===== src/rtl/update_line_packer.sv =====
// update_line_packer: merges byte-granular {address, value} updates into
// 512-bit masked line writes. It has one line buffer and one registered output slot.
// Optional statistics counters are built when PACKER_STATS_EN is defined.
module update_line_packer #(
  parameter int          ADDR_W    = 10,
  parameter logic [7:0]  FILL_BYTE = 8'hdd
) (
  input  logic                clk,
  input  logic                rst_n,
  input  logic                in_valid,
  output logic                in_ready,
  input  logic [ADDR_W+5:0]   in_addr,
  input  logic [7:0]          in_data,
  input  logic                flush,
  output logic                out_valid,
  input  logic                out_ready,
  output logic [ADDR_W-1:0]   out_addr,
  output logic [511:0]        out_data,
  output logic [63:0]         out_mask,
  output logic                idle
`ifdef PACKER_STATS_EN
  ,
  output logic [31:0]         stat_updates,
  output logic [31:0]         stat_lines
`endif
);

  typedef enum logic {EMPTY, FILL} state_e;

  state_e              state_q, state_d;
  logic [ADDR_W-1:0]   buf_addr_q, buf_addr_d;
  logic [511:0]        buf_data_q, buf_data_d;
  logic [63:0]         buf_mask_q, buf_mask_d;
  logic                out_valid_q, out_valid_d;
  logic [ADDR_W-1:0]   out_addr_q, out_addr_d;
  logic [511:0]        out_data_q, out_data_d;
  logic [63:0]         out_mask_q, out_mask_d;

  logic [ADDR_W-1:0]   in_line;
  logic [5:0]          in_lane;
  logic                line_hit;
  logic                slot_free;
  logic                accept;
  logic [511:0]        merged_data;
  logic [63:0]         merged_mask;

  // Lanes that were never written carry the fill byte on the output.
  function automatic logic [511:0] apply_fill(input logic [511:0] d, input logic [63:0] m);
    logic [511:0] r;
    r = '0;
    for (int k = 0; k < 64; k++) begin
      r[8*k +: 8] = m[k] ? d[8*k +: 8] : FILL_BYTE;
    end
    return r;
  endfunction

  assign in_line   = in_addr[ADDR_W+5:6];
  assign in_lane   = in_addr[5:0];
  assign line_hit  = (in_line == buf_addr_q);
  assign slot_free = !out_valid_q || out_ready;
  assign in_ready  = !flush && ((state_q == EMPTY) || line_hit || slot_free);
  assign accept    = in_valid && in_ready;
  assign idle      = (state_q == EMPTY) && !out_valid_q;

  assign out_valid = out_valid_q;
  assign out_addr  = out_addr_q;
  assign out_data  = out_data_q;
  assign out_mask  = out_mask_q;

  // Buffer contents if the incoming byte is written into the current line.
  always_comb begin
    merged_data = buf_data_q;
    merged_mask = buf_mask_q;
    merged_data[{in_lane, 3'b000} +: 8] = in_data;
    merged_mask[in_lane] = 1'b1;
  end

  // Next-state logic for the buffer, the output slot and the EMPTY/FILL state.
  always_comb begin
    state_d     = state_q;
    buf_addr_d  = buf_addr_q;
    buf_data_d  = buf_data_q;
    buf_mask_d  = buf_mask_q;
    out_valid_d = out_valid_q;
    out_addr_d  = out_addr_q;
    out_data_d  = out_data_q;
    out_mask_d  = out_mask_q;

    if (out_valid_q && out_ready) begin
      out_valid_d = 1'b0;
    end

    case (state_q)
      EMPTY: begin
        if (accept) begin
          buf_addr_d = in_line;
          buf_data_d = '0;
          buf_data_d[{in_lane, 3'b000} +: 8] = in_data;
          buf_mask_d = 64'd1 << in_lane;
          state_d    = FILL;
        end
      end
      FILL: begin
        if (flush) begin
          if (slot_free) begin
            out_valid_d = 1'b1;
            out_addr_d  = buf_addr_q;
            out_data_d  = apply_fill(buf_data_q, buf_mask_q);
            out_mask_d  = buf_mask_q;
            buf_mask_d  = '0;
            state_d     = EMPTY;
          end
        end else if (accept && line_hit) begin
          if ((&merged_mask) && slot_free) begin
            out_valid_d = 1'b1;
            out_addr_d  = buf_addr_q;
            out_data_d  = apply_fill(merged_data, merged_mask);
            out_mask_d  = merged_mask;
            buf_mask_d  = '0;
            state_d     = EMPTY;
          end else begin
            buf_data_d = merged_data;
            buf_mask_d = merged_mask;
          end
        end else if (accept) begin
          out_valid_d = 1'b1;
          out_addr_d  = buf_addr_q;
          out_data_d  = apply_fill(buf_data_q, buf_mask_q);
          out_mask_d  = buf_mask_q;
          buf_addr_d  = in_line;
          buf_data_d  = '0;
          buf_data_d[{in_lane, 3'b000} +: 8] = in_data;
          buf_mask_d  = 64'd1 << in_lane;
        end
      end
      default: state_d = EMPTY;
    endcase
  end

  // State, buffer and output slot registers with synchronous reset.
  always_ff @(posedge clk) begin
    if (!rst_n) begin
      state_q     <= EMPTY;
      buf_addr_q  <= '0;
      buf_data_q  <= '0;
      buf_mask_q  <= '0;
      out_valid_q <= 1'b0;
      out_addr_q  <= '0;
      out_data_q  <= {64{FILL_BYTE}};
      out_mask_q  <= '0;
    end else begin
      state_q     <= state_d;
      buf_addr_q  <= buf_addr_d;
      buf_data_q  <= buf_data_d;
      buf_mask_q  <= buf_mask_d;
      out_valid_q <= out_valid_d;
      out_addr_q  <= out_addr_d;
      out_data_q  <= out_data_d;
      out_mask_q  <= out_mask_d;
    end
  end

`ifdef PACKER_STATS_EN
  logic [31:0] stat_updates_q, stat_lines_q;

  assign stat_updates = stat_updates_q;
  assign stat_lines   = stat_lines_q;

  // Count accepted updates and completed line-write handshakes.
  always_ff @(posedge clk) begin
    if (!rst_n) begin
      stat_updates_q <= '0;
      stat_lines_q   <= '0;
    end else begin
      if (accept) stat_updates_q <= stat_updates_q + 32'd1;
      if (out_valid_q && out_ready) stat_lines_q <= stat_lines_q + 32'd1;
    end
  end
`endif

endmodule


===== config.mk =====
export PLATFORM = sky130hd
export DESIGN_NAME = update_line_packer
export DESIGN_NICKNAME = d
export VERILOG_FILES = /design/src/rtl/update_line_packer.sv
export SDC_FILE = /design/constraint.sdc
export NUM_CORES = 2
export LEC_CHECK = 0
export CAP_MARGIN = 20
export CORE_MARGIN = 1
export CORE_UTILIZATION = 34
export CTS_CLUSTER_SIZE = 40
export DETAILED_ROUTE_END_ITERATION = 6
export PLACE_DENSITY_LB_ADDON = 0.08
export SYNTH_ARGS = -nofsm -noshare
export SYNTH_HDL_FRONTEND = slang
export SYNTH_SLANG_ARGS = --single-unit

===== constraint.sdc =====
create_clock -name clk -period 3.8 [get_ports clk]
set_input_delay 0.57 -clock clk [delete_from_list [all_inputs] [get_ports clk]]
set_output_delay 0.57 -clock clk [all_outputs]
set_load 0.03 [all_outputs]

==> images/floorplan.png <==
The bar under the picture is 100 microns long. Pins as bars on the die edge.
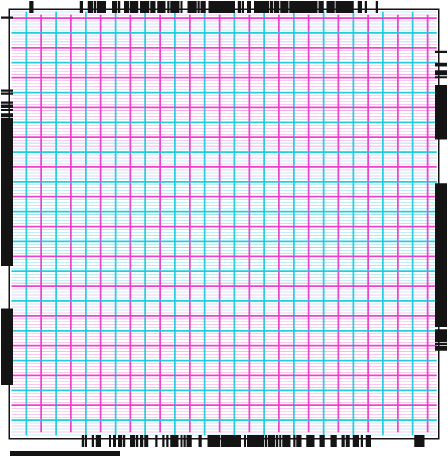
[VDD] magenta
[VSS] cyan
rows: 142
met5 straps: 28
met4 straps: 28
signal pins: 618
met1 rails: 143

==> images/class_map.png <==
The bar under the picture is 100 microns long.
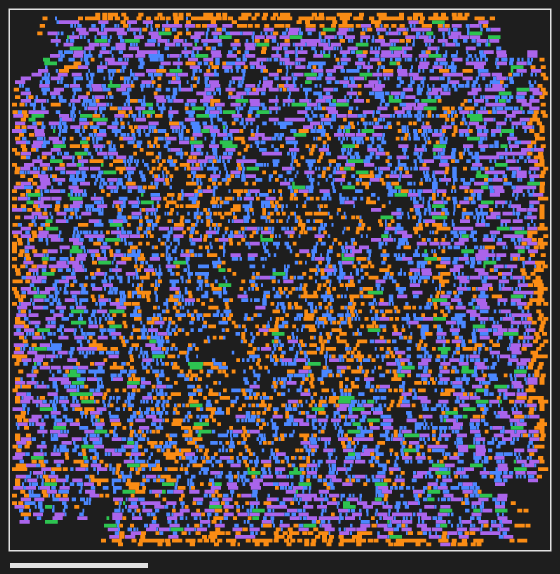
[registers] purple | cells: 1174
[remaining logic cells] blue | cells: 4713
[clock drivers and dummy loads] green | cells: 246
[remaining buffers and delay cells] orange | cells: 1911

==> impl_metrics.csv <==
group,metric,value,unit
pwr,powerDensity,431,mW/mm^2
route,routed.top_layer,"met5",
timing,worst_slack,0.0389,ns
timing,finalSetupViolations,0,
flow_run,warnings,49,
clocking,cts_hold_buf,0,
grt,met3_usage,6.80,%
yosys,syn_inst,6481,
floorplan,core_util_floorplan,34.3,%
layout,final_cell_area,0.0739,sq mm
grt,antenna_found_initial,13,
yosys,ys_chip_area,0.0514,sq mm
placement,gp_congestion,1.05,
floorplan,io_pins,618,
timing,hold_viol_final,0,
layout,syn2layout_area_growth,43.7,%
route,via_count,59400,
yosys,avgSynthCellArea,7.93,sq um
route,viasPerCell,5.90,
placement,dp_slack,-0.978,ns
timing,max_slew_margin,27.4,%
clocking,cts_made_buffers,140,
timing,tightest_slew,1.09,ns
yosys,async_flop_share,0,%
grt,busiest_layer,"met2",
grt,use_met2,56.9,%
setup_path,critPathCaptureType,"flop",
layout,fillers,14700,
clocking,cts_tree,"built",
setup_path,crit_type,"primary input to flop",
setup_path,cpLargestDelayFamily,"simple AND/OR/NAND/NOR gates",
route,drc,0,
yosys,post-synth-top-count-cell,"dfxtp_1",
grt,grt_use_total,36.7,%
floorplan,coreArea,0.150,sq mm
floorplan,fp-row-count,142,
clocking,cts_root_buffer,"clkbuf_16",
pwr,power.leakage,28.9,nW
layout,drive_gt1_share,20.0,%
route,wl_met2,129000,microns
floorplan,fp.dieW,391,microns
setup_path,slowest_stage,"or4b_1",
route,dr.pass1.iters,6,
yosys,netlist_area,0.0514,sq mm
grt,grt_max_degree,173,
yosys,area_leaders,"dfxtp_1 (46%), o221ai_1 (6.8%), nand2_1 (6.7%)",
min_path,min_path_type,"primary input to flop",
setup_path,path_depth,14,
route,m1WireLength,121000,microns
setup_path,critPathLaunchType,"primary input",
flow_run,maxCapViolations,0,
yosys,top_cells_by_count,"dfxtp_1 (1174), nand2_1 (919), nand3_1 (679), a21oi_1 (675), nor2_1 (522)",
layout,fin_cells,10100,
pwr,fin_total_pwr,31.9,mW
setup_path,r2r_slack,0.43,ns
timing,finClkSkew,0.0438,ns
yosys,yosysWarnings,0,
placement,dpl_cell_area,0.0689,sq mm
grt,grt-ovfl-total,0,
yosys,top_area_cell,"dfxtp_1",
grt,grt_pass1_wl,410000,microns
layout,post-route-util,49.3,%
yosys,ys_types,80,
route,wl_per_cell,28.9,microns
timing,slew_viol_final,0,
yosys,ys_cells,6481,
route,ant_nets,0,
yosys,numSynthFlops,1174,
yosys,top_cell_area_share,45.7,%
setup_path,crit_chain,"clkdlybuf4s50_1 > buf_12 > buf_4 > and4bb_2 > and3_1 > nor2_1 > nor4b_1 > buf_4 > or4b_1 > o21ai_2 > buf_12 > nor2_1 > buf_4 > a32o_1",
pwr,ir_worst_vdd,0.000323,V
setup_path,worstPathMaxFanout,11,
setup_path,max_stage_delay,0.54,ns
setup_path,crit_top_cell,"buf_4",
grt,grt_pass1_vias,55300,
status,outcome,"complete, no violations",
route,routed_wirelength,291000,microns
floorplan,die-area,0.153,sq mm
clocking,cts_setup_buffers,0,
setup_path,worst-r2r-cell-count,10,
==> images/clock_wires.png <==
The bar under the picture is 100 microns long.
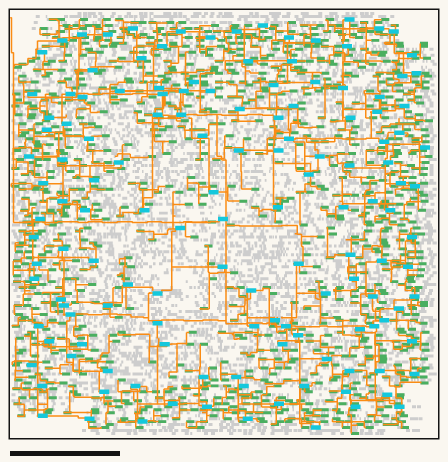
[clock-net drivers] cyan | count: 140
[clock wires] orange | length: 16800 microns
[flip-flops] green | count: 1174
flops lie: widely spread
routed clock nets: 141

-- cells by family (layout without fill, tap and decap cells) --
group,after synthesis,after routing,synth area share (%)
and+or+nand+nor,2498,2498,21.7
AOI/OAI and AO/OA,2086,2086,26.7
DFF,1174,1174,45.7
buffers and inverters,701,2264,5.51
xor gates and xnor gates,13,13,0.221
adders and majority gates,6,6,0.146
muxes,3,3,0.0633
other,0,7,0
-- path summary, 6_finish.rpt --
path	startpoint	endpoint
max	in_addr[1]	buf_data_q[195]
min	rst_n	out_data[68]
max reg2reg	buf_mask_q[16]	buf_data_q[195]
min reg2reg	buf_data_q[114]	buf_data_q[114]
-- registers in the layout, summed over array words and instances, names as in the netlist --
| name | cells |
|---|---|
| buf_data_q | 512 |
| out_data | 512 |
| buf_mask_q | 64 |
| out_mask | 64 |
| buf_addr_q | 10 |
| out_addr | 10 |
| out_valid | 1 |
| state_q | 1 |
-- power by group --
group | leakage [nW] | total [mW] | internal [mW] | switching, mW
clock | 2.38 | 14.2 | 8.37 | 5.83
sequential | 9.54 | 13.0 | 12.7 | 0.296
combinational | 17.0 | 4.64 | 1.67 | 2.97
-- cell type report --
cell class / count / area [sq um] / area share [%]
multi-input combinational: 4606 / 25300 / 34.3
clock buffer: 199 / 4130 / 5.59
tap: 2016 / 2520 / 3.41
timing repair buffer: 1911 / 17300 / 23.4
clock inverter: 47 / 729 / 0.987
sequential: 1174 / 23500 / 31.8
inverter: 107 / 409 / 0.554
antenna: 7 / 17.5 / 0.0237
-- through the flow --
step	hold slack, ns	TNS (ns)
final	0.194	0
after global routing	0.194	0
after CTS	0.180	0
after detailed placement	0.443	-559.21
after global placement	0.438	-558.99
after floorplan	0.425	0
No activity file was given, so power comes from the tool's default toggle rates.
